--- config.mk ---
export PLATFORM = sky130hd
export DESIGN_NAME = apuf_eval_ctrl_flat
export DESIGN_NICKNAME = d
export VERILOG_FILES = /design/src/rtl/apuf_eval_if.sv /design/src/rtl/apuf_eval_ctrl.sv /design/src/flat_wrapper.sv
export SDC_FILE = /design/constraint.sdc
export NUM_CORES = 1
export LEC_CHECK = 0
export ABC_CLOCK_PERIOD_IN_PS = 3400
export CAP_MARGIN = 20
export CORE_MARGIN = 2
export CORE_UTILIZATION = 45
export CTS_BUF_LIST = sky130_fd_sc_hd__clkbuf_2 sky130_fd_sc_hd__clkbuf_4 sky130_fd_sc_hd__clkbuf_8
export CTS_CLUSTER_SIZE = 20
export DETAILED_ROUTE_END_ITERATION = 10
export PLACE_DENSITY_LB_ADDON = 0.12
export RECOVER_POWER = 100
export SYNTH_ARGS = -nofsm -noshare
export SYNTH_HDL_FRONTEND = slang
export SYNTH_SLANG_ARGS = --single-unit
--- constraint.sdc ---
create_clock -name clk -period 3.4 [get_ports clk]
set_clock_uncertainty 0.15 [all_clocks]
set_input_delay 1.02 -clock clk [delete_from_list [all_inputs] [get_ports clk]]
set_output_delay 1.02 -clock clk [all_outputs]
set_load 0.05 [all_outputs]
--- src/rtl/apuf_eval_if.sv ---
// apuf_eval_if: host-side start/seed request and busy/done/resp result bundle for apuf_eval_ctrl
interface apuf_eval_if #(
    parameter int CHAL_W = 45,
    parameter int RESP_W = 8
);
    logic              start;
    logic [CHAL_W-1:0] chal_seed;
    logic              busy;
    logic              done;
    logic [RESP_W-1:0] resp;
    modport master (output start, chal_seed, input busy, done, resp);
    modport slave  (input start, chal_seed, output busy, done, resp);
endinterface

--- src/rtl/apuf_eval_ctrl.sv ---
// apuf_eval_ctrl: arbiter-PUF driver; LFSR challenges, X/Y launch edges, synchronized sampling into resp
// Optional per-bit majority voting over VOTE_N evaluations with macro APUF_MAJORITY_VOTE_EN
module apuf_eval_ctrl #(
    parameter int                CHAL_W     = 45,
    parameter int                RESP_W     = 8,
    parameter int                SETTLE_CYC = 4,
    parameter logic [CHAL_W-1:0] LFSR_TAPS  = 45'h1B0000000000,
    parameter int                VOTE_N     = 5
) (
    input  logic              clk,
    input  logic              rst,
    apuf_eval_if.slave        host,
    output logic [CHAL_W-1:0] o_apuf_chal,
    output logic              o_apuf_x,
    output logic              o_apuf_y,
    input  logic              i_apuf_q
);
    localparam int CW = $clog2(SETTLE_CYC + 2);
    localparam int KW = RESP_W > 1 ? $clog2(RESP_W) : 1;

    typedef enum logic [2:0] {IDLE, SETUP, FIRE, RELAX, DONE} state_t;

    state_t            r_state;
    logic [CW-1:0]     r_cnt;
    logic [KW-1:0]     r_k;
    logic [CHAL_W-1:0] r_chal;
    logic [RESP_W-1:0] r_resp;
    logic [1:0]        r_sync;
    logic              r_x;
    logic              r_busy;
    logic              r_done;
    logic              w_accept;
    logic              w_fire_end;
    logic              w_relax_end;
    logic              w_bit_end;
    logic              w_bit_val;
    logic [CHAL_W-1:0] w_lfsr;

    assign w_accept    = r_state == IDLE && host.start;
    assign w_fire_end  = r_state == FIRE && r_cnt == CW'(SETTLE_CYC + 1);
    assign w_relax_end = r_state == RELAX && r_cnt == CW'(SETTLE_CYC - 1);
    assign w_lfsr      = {r_chal[CHAL_W-2:0], ^(r_chal & LFSR_TAPS)};

`ifdef APUF_MAJORITY_VOTE_EN
    localparam int VW = $clog2(VOTE_N + 1);
    logic [VW-1:0] r_ones;
    logic [VW-1:0] r_vote;
    assign w_bit_end = r_vote == VW'(VOTE_N - 1);
    assign w_bit_val = r_ones > VW'(VOTE_N / 2);
    always_ff @(posedge clk or posedge rst) begin
        if (rst) begin
            r_ones <= '0;
            r_vote <= '0;
        end else if (w_accept || (w_relax_end && w_bit_end)) begin
            r_ones <= '0;
            r_vote <= '0;
        end else begin
            if (w_fire_end) r_ones <= r_ones + VW'(r_sync[1]);
            if (w_relax_end) r_vote <= r_vote + 1'b1;
        end
    end
`else
    logic r_bit;
    assign w_bit_end = 1'b1;
    assign w_bit_val = r_bit;
    always_ff @(posedge clk or posedge rst) begin
        if (rst) r_bit <= 1'b0;
        else if (w_fire_end) r_bit <= r_sync[1];
    end
`endif

    always_ff @(posedge clk or posedge rst) begin
        if (rst) begin
            r_state <= IDLE;
            r_cnt   <= '0;
            r_k     <= '0;
            r_chal  <= '0;
            r_resp  <= '0;
            r_sync  <= '0;
            r_x     <= 1'b0;
            r_busy  <= 1'b0;
            r_done  <= 1'b0;
        end else begin
            r_sync <= {r_sync[0], i_apuf_q};
            r_done <= 1'b0;
            case (r_state)
                IDLE: if (w_accept) begin
                    r_chal  <= host.chal_seed == '0 ? CHAL_W'(1) : host.chal_seed;
                    r_resp  <= '0;
                    r_k     <= '0;
                    r_cnt   <= '0;
                    r_busy  <= 1'b1;
                    r_state <= SETUP;
                end
                SETUP: if (r_cnt == CW'(SETTLE_CYC - 1)) begin
                    r_cnt   <= '0;
                    r_x     <= 1'b1;
                    r_state <= FIRE;
                end else r_cnt <= r_cnt + 1'b1;
                FIRE: if (w_fire_end) begin
                    r_cnt   <= '0;
                    r_x     <= 1'b0;
                    r_state <= RELAX;
                end else r_cnt <= r_cnt + 1'b1;
                RELAX: if (w_relax_end) begin
                    r_cnt <= '0;
                    if (!w_bit_end) r_state <= SETUP;
                    else begin
                        r_resp[r_k] <= w_bit_val;
                        // the final bit leaves the challenge untouched
                        if (r_k == KW'(RESP_W - 1)) r_state <= DONE;
                        else begin
                            r_k     <= r_k + 1'b1;
                            r_chal  <= w_lfsr;
                            r_state <= SETUP;
                        end
                    end
                end else r_cnt <= r_cnt + 1'b1;
                DONE: begin
                    r_done  <= 1'b1;
                    r_busy  <= 1'b0;
                    r_state <= IDLE;
                end
                default: r_state <= IDLE;
            endcase
        end
    end

    assign host.busy   = r_busy;
    assign host.done   = r_done;
    assign host.resp   = r_resp;
    assign o_apuf_chal = r_chal;
    assign o_apuf_x    = r_x;
    assign o_apuf_y    = r_x;
endmodule

--- src/flat_wrapper.sv ---
// flat-port wrapper written by rule: the top's interface ports become plain ports
module apuf_eval_ctrl_flat 
#(
    parameter int                CHAL_W     = 45,
    parameter int                RESP_W     = 8,
    parameter int                SETTLE_CYC = 4,
    parameter logic [CHAL_W-1:0] LFSR_TAPS  = 45'h1B0000000000,
    parameter int                VOTE_N     = 5
)
  (clk, rst, o_apuf_chal, o_apuf_x, o_apuf_y, i_apuf_q, host_start, host_chal_seed, host_busy, host_done, host_resp);
  apuf_eval_if #(.CHAL_W(CHAL_W), .RESP_W(RESP_W)) host_i ();
  input  logic clk;
  input  logic rst;
  output logic [CHAL_W-1:0] o_apuf_chal;
  output logic o_apuf_x;
  output logic o_apuf_y;
  input  logic i_apuf_q;
  input wire logic [$bits(host_i.start)-1:0] host_start;
  input wire logic [$bits(host_i.chal_seed)-1:0] host_chal_seed;
  output wire logic [$bits(host_i.busy)-1:0] host_busy;
  output wire logic [$bits(host_i.done)-1:0] host_done;
  output wire logic [$bits(host_i.resp)-1:0] host_resp;
  assign host_i.start = host_start;
  assign host_i.chal_seed = host_chal_seed;
  assign host_busy = host_i.busy;
  assign host_done = host_i.done;
  assign host_resp = host_i.resp;
  apuf_eval_ctrl #(.CHAL_W(CHAL_W), .RESP_W(RESP_W), .SETTLE_CYC(SETTLE_CYC), .LFSR_TAPS(LFSR_TAPS), .VOTE_N(VOTE_N)) u_core (.clk(clk), .rst(rst), .host(host_i), .o_apuf_chal(o_apuf_chal), .o_apuf_x(o_apuf_x), .o_apuf_y(o_apuf_y), .i_apuf_q(i_apuf_q));
endmodule
Metal 1:
Bar = 20 microns.
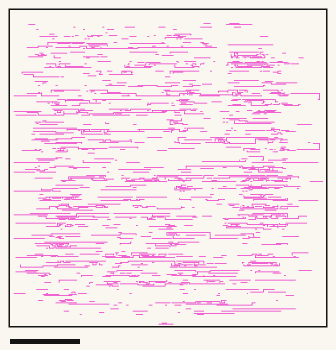
- longest straight run: 22.5 microns
- wire length on this layer: 3550 microns

==> results.yml <==
# physical design summary
finish:
  buffers: 114
  drive_above_1_share: 0.0479
  largest_register_ffs: 45
  logic_area_sq_mm: 0.00149
  sh_seq_area: 0.366
  syn_to_final_growth_pct: 38.3
cts:
  h-tree-depth: 3
  hold_buffers: 0
  cts_max_path_buffers: 2
  cts-root-buf: "clkbuf_8"
  clock-sinks: 68
status:
  outcome: "finished clean"
power:
  power.total_mw: 4.55
  power.group.top: "combinational cells"
  ir_worst_vdd_mv: 0.551
  comb_power_share: 0.567
  seq-power_mw: 1.41
  comb-power_mw: 2.58
setup_path:
  crit_path_max_incr_delay_ns: 0.60
  worst_setup_path_end_kind: "flip-flop"
  cp_max_fo: 8
  worst_setup_path_start_kind: "input port"
  timing.rr.start: "u_core.r_k[0]"
  setup.worst_path.start: "host_start"
final_timing:
  fmax_mhz: 341
  fin_crit_sh: 0.862
routing:
  wl_met3_microns: 447
synthesis:
  yosys_warnings: 0
  synthAdderAreaFrac: 0.0224
  yosys-top-cells-count: "dfrtp_1 (68), a21oi_1 (52), nor2_1 (52), mux2i_1 (45), o21ai_1 (15)"
  topCombFamilyByArea: "AND-OR/OR-AND gates"
placement:
  io_buffer_count: 105
  dpl_cell_area_sq_mm: 0.00454
Register map, names as in the netlist:
Bar = 20 microns. Other sequential cells in the stronger gray, the rest of the logic in the fainter gray.
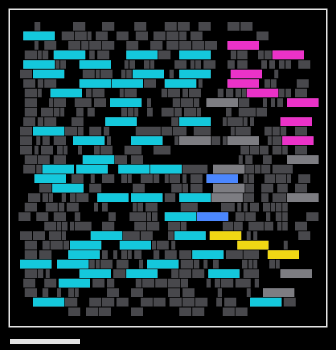
- u_core.o_apuf_chal: cyan (placed flops 45)
- u_core.r_sync: blue (placed flops 2)
- u_core.r_cnt: yellow (placed flops 3)
- u_core.host.resp: magenta (placed flops 8; where north-east)
- not colored: 10

Power and IR drop assume default switching activity.
